`config.mk`:
```
export PLATFORM = sky130hd
export DESIGN_NAME = uart_rx_word_packer
export DESIGN_NICKNAME = d
export VERILOG_FILES = /design/src/rtl/uart_rx_word_packer_pkg.sv /design/src/rtl/uart_word_fifo.sv /design/src/rtl/uart_rx_word_packer.sv
export SDC_FILE = /design/constraint.sdc
export NUM_CORES = 1
export LEC_CHECK = 0
export CAP_MARGIN = 15
export CORE_MARGIN = 2
export CORE_UTILIZATION = 58
export CTS_CLUSTER_DIAMETER = 40
export DETAILED_ROUTE_END_ITERATION = 6
export PLACE_DENSITY = 0.9
export SLEW_MARGIN = 20
export SYNTH_ARGS = -nofsm -noshare
export SYNTH_HDL_FRONTEND = slang
export SYNTH_SLANG_ARGS = --single-unit
export TNS_END_PERCENT = 10
```
`constraint.sdc`:
```
create_clock -name clk -period 2.62 [get_ports clk]
set_input_delay 0.524 -clock clk [delete_from_list [all_inputs] [get_ports clk]]
set_output_delay 0.524 -clock clk [all_outputs]
set_load 0.005 [all_outputs]
```
`src/rtl/uart_rx_word_packer_pkg.sv`:
```
// rtl/uart_rx_word_packer_pkg.sv - shared UART word-packer constants and assembler state codes
package uart_rx_word_packer_pkg;

  // Bytes assembled into one little-endian word
  localparam int BYTES_PER_WORD = 4;

  // Default byte-silence window before a partial word is flushed
  localparam int DEFAULT_TIMEOUT_CYCLES = 50000;

  // Word width and stored FIFO entry width ({partial, data})
  localparam int WORD_W  = 8 * BYTES_PER_WORD;
  localparam int ENTRY_W = WORD_W + 1;

  // Assembler states: IDLE holds no bytes, COLLECT holds 1..3 bytes
  typedef enum logic [0:0] {
    PACK_IDLE    = 1'b0,
    PACK_COLLECT = 1'b1
  } pack_state_t;

endpackage

```
`src/rtl/uart_word_fifo.sv`:
```
// rtl/uart_word_fifo.sv - first-word-fall-through word FIFO with count and full/empty flags
module uart_word_fifo #(
  parameter int DEPTH = 4,
  parameter int WIDTH = 33
) (
  input  logic                       clk,
  input  logic                       rst_n,
  input  logic                       clear,
  input  logic                       push,
  input  logic [WIDTH-1:0]           push_data,
  input  logic                       pop,
  output logic [WIDTH-1:0]           head,
  output logic                       empty,
  output logic                       full,
  output logic [$clog2(DEPTH):0]     count
);

  localparam int AW = $clog2(DEPTH);
  localparam int CW = AW + 1;

  logic [WIDTH-1:0] r_mem [DEPTH];
  logic [AW-1:0]    r_wr_ptr;
  logic [AW-1:0]    r_rd_ptr;
  logic [CW-1:0]    r_count;
  logic             w_pop_ok;
  logic             w_push_ok;

  assign empty = (r_count == '0);
  assign full  = (r_count == CW'(DEPTH));
  assign count = r_count;

  // A pop on an empty FIFO is ignored; a push on a full FIFO only lands if a pop frees a slot
  assign w_pop_ok  = pop & ~empty;
  assign w_push_ok = push & (~full | w_pop_ok);

  // Head is forced to zero while empty so outputs read as zero after reset or clear
  assign head = empty ? '0 : r_mem[r_rd_ptr];

  // Storage array: written on an accepted push, no reset needed since reads are gated by empty
  always_ff @(posedge clk) begin
    if (w_push_ok && !clear) begin
      r_mem[r_wr_ptr] <= push_data;
    end
  end

  // Pointers and occupancy count; clear flushes everything
  always_ff @(posedge clk or negedge rst_n) begin
    if (!rst_n) begin
      r_wr_ptr <= '0;
      r_rd_ptr <= '0;
      r_count  <= '0;
    end else if (clear) begin
      r_wr_ptr <= '0;
      r_rd_ptr <= '0;
      r_count  <= '0;
    end else begin
      if (w_push_ok) r_wr_ptr <= r_wr_ptr + 1'b1;
      if (w_pop_ok)  r_rd_ptr <= r_rd_ptr + 1'b1;
      case ({w_push_ok, w_pop_ok})
        2'b10:   r_count <= r_count + 1'b1;
        2'b01:   r_count <= r_count - 1'b1;
        default: r_count <= r_count;
      endcase
    end
  end

endmodule

```
`src/rtl/uart_rx_word_packer.sv`:
```
// rtl/uart_rx_word_packer.sv - packs UART bytes into 32-bit words, buffers them; optional UART_RX_TIMEOUT_EN flush
module uart_rx_word_packer
  import uart_rx_word_packer_pkg::*;
#(
  parameter int FIFO_DEPTH     = 4,
  parameter int TIMEOUT_CYCLES = DEFAULT_TIMEOUT_CYCLES
) (
  input  logic                          clk,
  input  logic                          SYS_reset_n,
  input  logic                          clear,
  input  logic [7:0]                    rx_byte,
  input  logic                          rx_byte_valid,
  output logic [31:0]                   word_data,
  output logic                          word_valid,
  input  logic                          word_ready,
  output logic                          word_partial,
  output logic [$clog2(FIFO_DEPTH):0]   fifo_count,
  output logic                          overflow
);

  pack_state_t        r_state;
  pack_state_t        w_state_nxt;
  logic [1:0]         r_idx;
  logic [1:0]         w_idx_nxt;
  logic [WORD_W-1:0]  r_shift;
  logic [WORD_W-1:0]  w_shift_nxt;
  logic [WORD_W-1:0]  w_word;
  logic               w_push;
  logic               w_push_partial;
  logic [WORD_W-1:0]  w_push_data;
  logic               w_pop;
  logic               w_full;
  logic               w_empty;
  logic [ENTRY_W-1:0] w_head;
  logic               r_overflow;

`ifdef UART_RX_TIMEOUT_EN
  localparam int TW = $clog2(TIMEOUT_CYCLES) + 1;
  logic [TW-1:0] r_timer;
  logic [TW-1:0] w_timer_nxt;
  logic          w_timeout;

  assign w_timeout = (r_state == PACK_COLLECT) && (r_timer == TW'(TIMEOUT_CYCLES - 1));
`endif

  assign w_pop = ~w_empty & word_ready;

  // Assembler next-state: store incoming byte at its lane, push on the 4th byte or on timeout
  always_comb begin
    w_state_nxt    = r_state;
    w_idx_nxt      = r_idx;
    w_shift_nxt    = r_shift;
    w_push         = 1'b0;
    w_push_partial = 1'b0;
    w_push_data    = r_shift;
    w_word         = r_shift;
    w_word[{r_idx, 3'b000} +: 8] = rx_byte;
    if (clear) begin
      w_state_nxt = PACK_IDLE;
      w_idx_nxt   = 2'd0;
      w_shift_nxt = '0;
    end else if (rx_byte_valid) begin
      if (r_idx == 2'd3) begin
        w_push      = 1'b1;
        w_push_data = w_word;
        w_state_nxt = PACK_IDLE;
        w_idx_nxt   = 2'd0;
        w_shift_nxt = '0;
      end else begin
        w_shift_nxt = w_word;
        w_idx_nxt   = r_idx + 2'd1;
        w_state_nxt = PACK_COLLECT;
      end
    end
`ifdef UART_RX_TIMEOUT_EN
    else if (w_timeout) begin
      // Missing upper bytes are already zero in the shift register
      w_push         = 1'b1;
      w_push_partial = 1'b1;
      w_push_data    = r_shift;
      w_state_nxt    = PACK_IDLE;
      w_idx_nxt      = 2'd0;
      w_shift_nxt    = '0;
    end
`endif
  end

  // Assembler state register
  always_ff @(posedge clk or negedge SYS_reset_n) begin
    if (!SYS_reset_n) begin
      r_state <= PACK_IDLE;
      r_idx   <= 2'd0;
      r_shift <= '0;
    end else begin
      r_state <= w_state_nxt;
      r_idx   <= w_idx_nxt;
      r_shift <= w_shift_nxt;
    end
  end

`ifdef UART_RX_TIMEOUT_EN
  // Silence counter: runs only while collecting, restarts on every byte
  always_comb begin
    w_timer_nxt = '0;
    if (!clear && !rx_byte_valid && (w_state_nxt == PACK_COLLECT)) begin
      w_timer_nxt = r_timer + 1'b1;
    end
  end

  // Silence counter register
  always_ff @(posedge clk or negedge SYS_reset_n) begin
    if (!SYS_reset_n) begin
      r_timer <= '0;
    end else begin
      r_timer <= w_timer_nxt;
    end
  end
`endif

  // Sticky overflow: set when a completed word finds the FIFO full with no pop to make room
  always_ff @(posedge clk or negedge SYS_reset_n) begin
    if (!SYS_reset_n) begin
      r_overflow <= 1'b0;
    end else if (clear) begin
      r_overflow <= 1'b0;
    end else if (w_push && w_full && !w_pop) begin
      r_overflow <= 1'b1;
    end
  end

  uart_word_fifo #(
    .DEPTH (FIFO_DEPTH),
    .WIDTH (ENTRY_W)
  ) u_fifo (
    .clk       (clk),
    .rst_n     (SYS_reset_n),
    .clear     (clear),
    .push      (w_push),
    .push_data ({w_push_partial, w_push_data}),
    .pop       (word_ready),
    .head      (w_head),
    .empty     (w_empty),
    .full      (w_full),
    .count     (fifo_count)
  );

  assign word_data    = w_head[WORD_W-1:0];
  assign word_partial = w_head[WORD_W];
  assign word_valid   = ~w_empty;
  assign overflow     = r_overflow;

endmodule

```
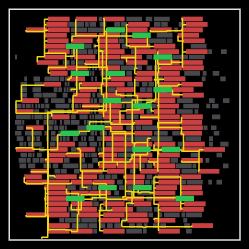
Figure 1: run 1, routed clock nets over the placement.
(2 px per um)
[red] flip-flops | count: 170
[yellow] clock wires | length: 1770 um
[green] clock-net drivers | count: 17
routed clock nets: 18
insertion delay of the later-clocked pin in the worst-skew pair: 0.42 ns
clk_skew: 0.007646 ns
clock network power: 0.00236 W
clock network power share: 37.8%

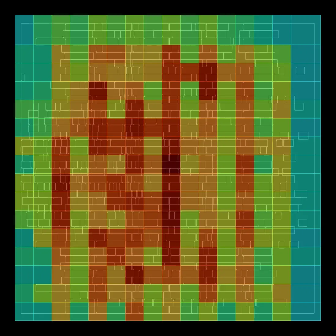
Figure 2: run 1, routing congestion map.
total global routing track utilization: 25.31%
Global Route met1 Usage: 32.31%
GRT met2 Usage: 41.34%
GRT busiest layer: met2

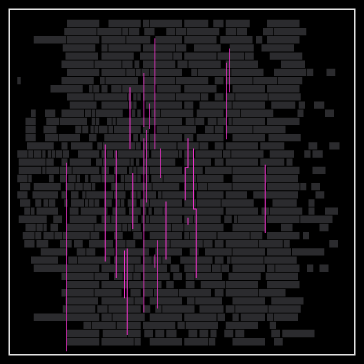
Figure 3: run 1, signal wires on met4.
(3 px per um) Cells faint in the background.
wire length on this layer: 555 um
main direction: vertical
final routed wirelength across all metal layers: 16200 um
vias: 4268

## run 1: cells by family (layout without fill, tap and decap cells)
kind of cell,after synthesis,in the layout,synth area share (%)
flops,170,170,68.93
simple gates,116,116,9.568
compound gates,57,57,6.890
mux,36,36,10.75
buf+inv,25,120,1.692
fa+ha+maj,10,10,1.868
xor+xnor,2,2,0.2467
other cells,1,1,0.05281
## run 1: per-layer routing
metal / GRT usage (%) / routed length (um)
met1: 32.31 / 6082
met2: 41.34 / 8064
met3: 7.094 / 1502
met4: 10.41 / 554
met5: 0 / 0
## run 1: sequential cells by signal, indices dropped and copies added, names as in the netlist
register and flops:
overflow 1, r_idx 2, r_shift 32, u_fifo.count 3, u_fifo.r_mem 128, u_fifo.r_rd_ptr 2, u_fifo.r_wr_ptr 2
==> run notes, run 1 <==
Notes on the flow outputs.

- The top-level port count is 51.
- The count of plain and timing-repair buffers reads 82.
- After floorplanning, the die was sized to cover 0.01314 mm2.
- The worst flop-to-flop path endpoint is u_fifo.r_mem[0][4].
- CTS built an H-tree with a depth of 4.
- The area growth from synthesis to layout is 21.30%.
- Buffers inserted to repair hold after CTS numbered 0.
- The number of cells in the yosys synthesis report reads 417.
- The delay contributed by the slowest stage of the critical path reads 0.49 ns.
- The fraction of post-synthesis cell area in the top cell type by area reads 54.13%.
- The path class of the lowest-slack min-delay path reads in -> async.
- The highest clock rate is 384.0 MHz.
- The number of buffer cells added on primary ports is 49.
- The final weighted congestion in routability-driven placement is 0.8772.
- The number of resized instances in the post-cts repair step is 31.
- The final report lists the setup-violating endpoint count as 0.
- The final antenna diode count is 0.
- The final core utilization is 72.01%.
- The area-dominant cell class after layout reads sequential cells.
- Looking at the clock tree report, the maximum root-to-sink buffer count equals 2.
- The highest supply drop recorded on VDD is 452.0 uV.
- The commonest register cell after synthesis is sky130_fd_sc_hd__edfxtp_1.
- The clock slew at the register clock pins of the worst setup and hold paths is 0.06 ns.
- The total grt overflow is 0.
- The largest area contributor in the synthesized netlist is sky130_fd_sc_hd__edfxtp_1.
- The worst path setup slack after routing reads 0.01569 ns.
- The library cells used most frequently in the layout, excluding fill and tap cells, are sky130_fd_sc_hd__edfxtp_1, sky130_fd_sc_hd__a22o_1, sky130_fd_sc_hd__dfrtp_1.
- The STA report counts the stages on the worst setup path as 5.
- The number of pins with negative max-slew slack in the final report is 0.
- The summed area of non-filler cells in the final layout is 0.008613 mm2.
- The run finished with clean final reports.
- According to the timing report, the data required time at the worst endpoint equals 2.10 ns.
- The number of nets at floorplan is 440.
- The number of warnings the tools reported is 35.
- The floorplan row count reads 40.
- The cell-internal power is 0.004772 W.
- The number of sinks driven by the clock tree is 170.
- The count of mapped cells out of synthesis is 417.
- For this configuration, the core starts out at a cell density of 59.36%.
- The layout inverter count without the clock tree is 6.
- The number of inserted filler cells in the final layout is 683.
- The combinational share of power is 15.3%.
- The die width reads 114.6 um.
- TritonCTS built the clock tree.
- STA lists the startpoint of the worst register-to-register path as r_idx[0].
- The initial antenna violation count is 0.
- The standard cell area after detailed placement reads 0.007891 mm2.
- The post-route minimum period reads 2.604 ns.
- The source of the critical timing path is u_fifo.r_rd_ptr[0].
==> run 2: changes to the inputs <==
--- a/config.mk
+++ b/config.mk
@@ -5,12 +5,12 @@
 export SDC_FILE = /design/constraint.sdc
 export NUM_CORES = 1
 export LEC_CHECK = 0
-export CAP_MARGIN = 15
 export CORE_MARGIN = 2
-export CORE_UTILIZATION = 58
+export CORE_UTILIZATION = 45
 export CTS_CLUSTER_DIAMETER = 40
+export CTS_CLUSTER_SIZE = 40
 export DETAILED_ROUTE_END_ITERATION = 6
-export PLACE_DENSITY = 0.9
+export PLACE_DENSITY = 0.75
 export SLEW_MARGIN = 20
 export SYNTH_ARGS = -nofsm -noshare
 export SYNTH_HDL_FRONTEND = slang
==> run notes, run 2 <==
Notes on the flow outputs.

- The CTS H-tree depth reads 4.
- The summed area of non-filler cells in the final layout reads 0.008718 mm2.
- The count of mapped cells out of synthesis reads 417.
- The area share of and/or/nand/nor cells after synthesis reads 9.568%.
- The total of hold buffers inserted after clock tree synthesis reads 0.
- The number of nets at floorplan reads 440.
- The register with the most flip-flops in the layout has 128 of them.
- The final reports fail on setup timing.
- The source of the critical timing path is u_fifo.r_rd_ptr[0].
- The aggregate global-route resource usage reads 18.28%.
- Per the detail_route log, met3 wirelength is 828 um.
- The run finished, with violations left.
- The met2 routing resource usage after global routing is 29.50%.
- The final timing report gives a worst setup slack of -0.1030 ns.
- The floorplan row count reads 45.
- The required time of the critical path is 2.10 ns.
- The source-to-sink clock delay at the later pin of the worst-skew pair reads 0.42 ns.
- The library cells used most frequently in the layout, excluding fill and tap cells, are sky130_fd_sc_hd__edfxtp_1, sky130_fd_sc_hd__a22o_1, sky130_fd_sc_hd__and2_1.
- The full die area reads 0.01680 mm2.
- The number of inserted filler cells in the final layout is 1174.
- The final setup violation count reads 25.
- The number of pins with negative max-slew slack in the final report reads 0.
- The highest-utilization routing layer at the global route stage reads met2.
- The routed wirelength on the met1 layer is recorded as 6157 um.
- The total grt overflow reads 0.
- The register with the most flip-flops is u_fifo.r_mem.
- The fraction of met1 tracks used by global routing reads 24.15%.
- The final weighted congestion in routability-driven placement is 0.8245.
- The highest clock rate reads 367.2 MHz.
- After layout, the inverter instance count without clock inverters stands at 6.
==> run 2: power by group <==
part / internal, W / switching [W] / leakage [nW]
clock network: 0.00150 / 0.00103 / 0.282
registers: 0.00290 / 0.0000159 / 1.80
logic: 0.000501 / 0.000419 / 1.26
==> run 2: final timing paths <==
kind / slack, ns / depth (start not counted) / endpoint
worst max-delay path: -0.10 / 4 / word_data[31]
worst min-delay path: 0.24 / 1 / u_fifo.count[0]
worst max register to register: 0.30 / 6 / u_fifo.r_mem[1][0]
worst min register to register: 0.49 / 1 / r_shift[30]
max in group asynchronous: 1.73 / 1 / u_fifo.r_rd_ptr[0]
min in group clk: 0.49 / 1 / r_shift[30]
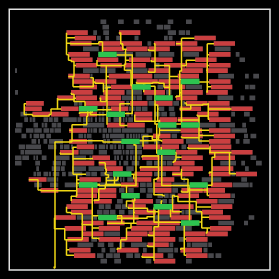
Figure 4: run 2, routed clock nets over the placement.
(2 px per um)
[yellow] clock wires | length: 1770 um
[green] clock-net drivers | count: 17
[red] flip-flops | count: 170
routed clock nets: 18
clk_skew: 0.008824 ns
clock network power share: 39.8%
clock network power: 0.00253 W

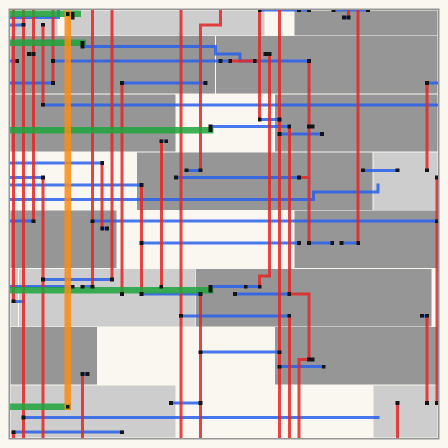
Figure 5: run 2, layout detail.
Region (87, 22) to (107, 42) um. Cells in grey, sequential cells in the stronger grey; small squares are vias.
[blue] M1
[orange] M4
[red] M2
[green] M3
netlist names of flops here include: u_fifo.r_mem (8)
most frequent: edfxtp_1 (8), mux4_2 (1), clkbuf_16 (1)
sequential cells in the window: 8
cells with their middle in the window: 10

==> run 3: changes to the inputs <==
--- a/config.mk
+++ b/config.mk
@@ -10,7 +10,7 @@
 export CTS_CLUSTER_DIAMETER = 40
 export CTS_CLUSTER_SIZE = 40
 export DETAILED_ROUTE_END_ITERATION = 6
-export PLACE_DENSITY = 0.75
+export PLACE_DENSITY = 0.63
 export SLEW_MARGIN = 20
 export SYNTH_ARGS = -nofsm -noshare
 export SYNTH_HDL_FRONTEND = slang
==> run notes, run 3 <==
Notes on the flow outputs.

- The run finished with clean final reports.
- The total grt overflow reads 0.
- The area-dominant cell class after layout is sequential cells.
- The reg-to-reg setup timing slack reads 0.20 ns.
- The number of sinks driven by the clock tree is 170.
- The post-route utilization of the core is recorded as 56.66%.
- After synthesis, the share of cell area in mux cells is 10.75%.
- The starting utilization of the core area reads 46.36%.
- The repair_antennas step left the layout with diodes totalling 0.
- The number of nets at floorplan reads 440.
- Pins over their slew limit in the final report were tallied at 0.
- Of the total synthesized cell area, the portion taken by AND, OR, NAND and NOR gates is 9.568%.
- The path class of the lowest-slack min-delay path is in -> async.
- The post-synthesis compound-gate area fraction reads 6.890%.
- The initial antenna violation count was 0.
- After floorplanning, the core was divided into 45 placement rows.
- The CTS H-tree depth is 4.
- The required time of the critical path reads 2.10 ns.
- The switching portion of total power comes to 22.01%.
- The post-route minimum period is 2.539 ns.
- The placement stage leaves a total instance area of 0.008021 mm2.
- The number of warnings the tools reported is 34.
- For the sequential group, total power comes out at 0.00292 W.
- The full die area reads 0.01680 mm2.
- The final setup violation count reads 0.
- The total of hold buffers inserted after clock tree synthesis reads 0.
- The layout inverter count without the clock tree reads 6.
- For reference, XOR and XNOR gates occupy 0.2467% of the area reported after synthesis.
- The cell-internal power is 0.004911 W.
- Following the worst setup path forward leads to its endpoint at word_data[6].
- The delay contributed by the slowest stage of the critical path is 0.48 ns.
- The power of the combinational group reads 0.000824 W.
- The source-to-sink clock delay at the later pin of the worst-skew pair is 0.42 ns.
- The top-level port count reads 51.
- The register with the most flip-flops is u_fifo.r_mem.
- The worst flop-to-flop path endpoint reads u_fifo.r_mem[3][1].
- The source of the critical timing path reads u_fifo.r_rd_ptr[0].
- The combinational share of power reads 13.1%.
- The largest non-sequential cell family by area reads multiplexers.
- The die width is 129.6 um.
- The worst vdd rail ir drop reads 434.8 uV.
- After synthesis, the design contains 417 cells according to Yosys.
-- run 3: cell count changes in the layout (fill, tap and decap cells not counted), sizes merged --
cell           change
inv                -2
clkbuf             +2
clkdlybuf4s50      -3
clkdlybuf4s15      +8
clkinvlp           -2
dlygate4sd2       -10
bufbuf             -1
clkinv             +1
dlymetal6s2s       +6
-- run 3: per-layer routing --
layer / track usage (%) / vias up / routed length (um)
li1: - / 1770 / -
met1: 24.35 / 1988 / 6236
met2: 30.37 / 83 / 7171
met3: 3.964 / 21 / 448
met4: 8.349 / 0 / 320
met5: 0 / - / 0
-- run 3: cells by family after synthesis --
group	count (synthesis)
other	1
AOI/OAI and AO/OA	57
xor gates and xnor gates	2
buffers and inverters	25
adders and majority gates	10
DFF	170
muxes	36
and+or+nand+nor	116
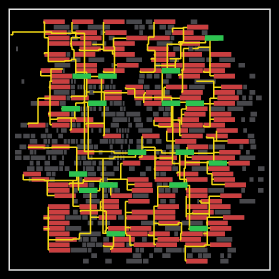
Figure 6: run 3, routed clock nets over the placement.
(2 px per um)
[red] flip-flops | count: 170
[yellow] clock wires | length: 1790 um
[green] clock-net drivers | count: 17
flops lie: spread over the die
routed clock nets: 18
clock network power: 0.00256 W
clk_skew: 0.004470 ns
clock network power share: 40.6%

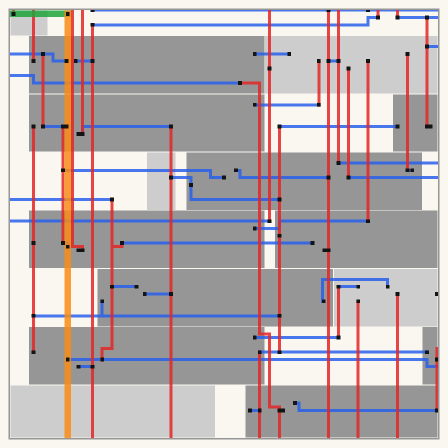
Figure 7: run 3, layout detail.
Region (87, 22) to (107, 42) um. Cells in grey, sequential cells in the stronger grey; small squares are vias.
[orange] M4
[red] M2
[blue] M1
[green] M3
netlist names of flops here include: u_fifo.r_mem (8)
most frequent: edfxtp_1 (8), mux4_2 (2)
sequential cells in the window: 8
cells with their middle in the window: 12


==> notes/layouts.md <==
Pictures saved along the way, in no particular order.

Signal wires by layer.
(3 px per um)
Plate I
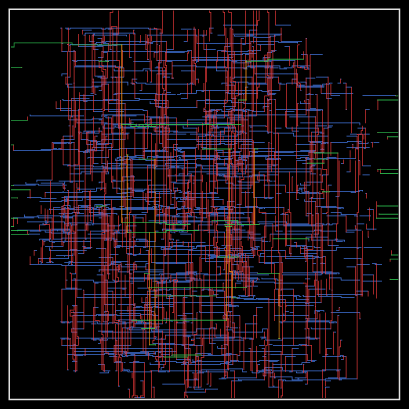
Plate II
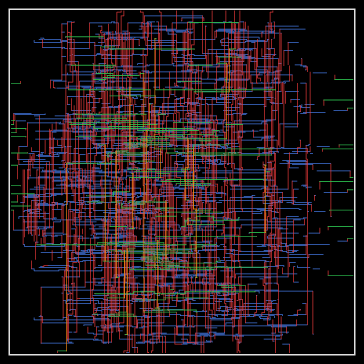
Plate III
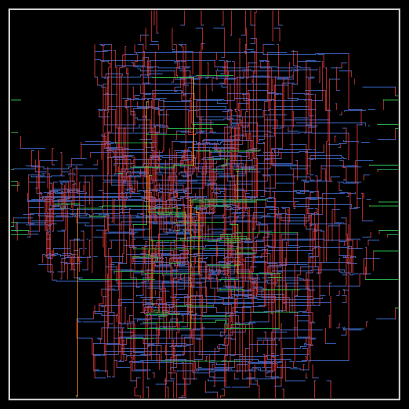
run 3 -> Plate I
run 2 -> Plate III
run 1 -> Plate II
Of these, smallest die: Plate II

Power and IR drop assume default switching activity.
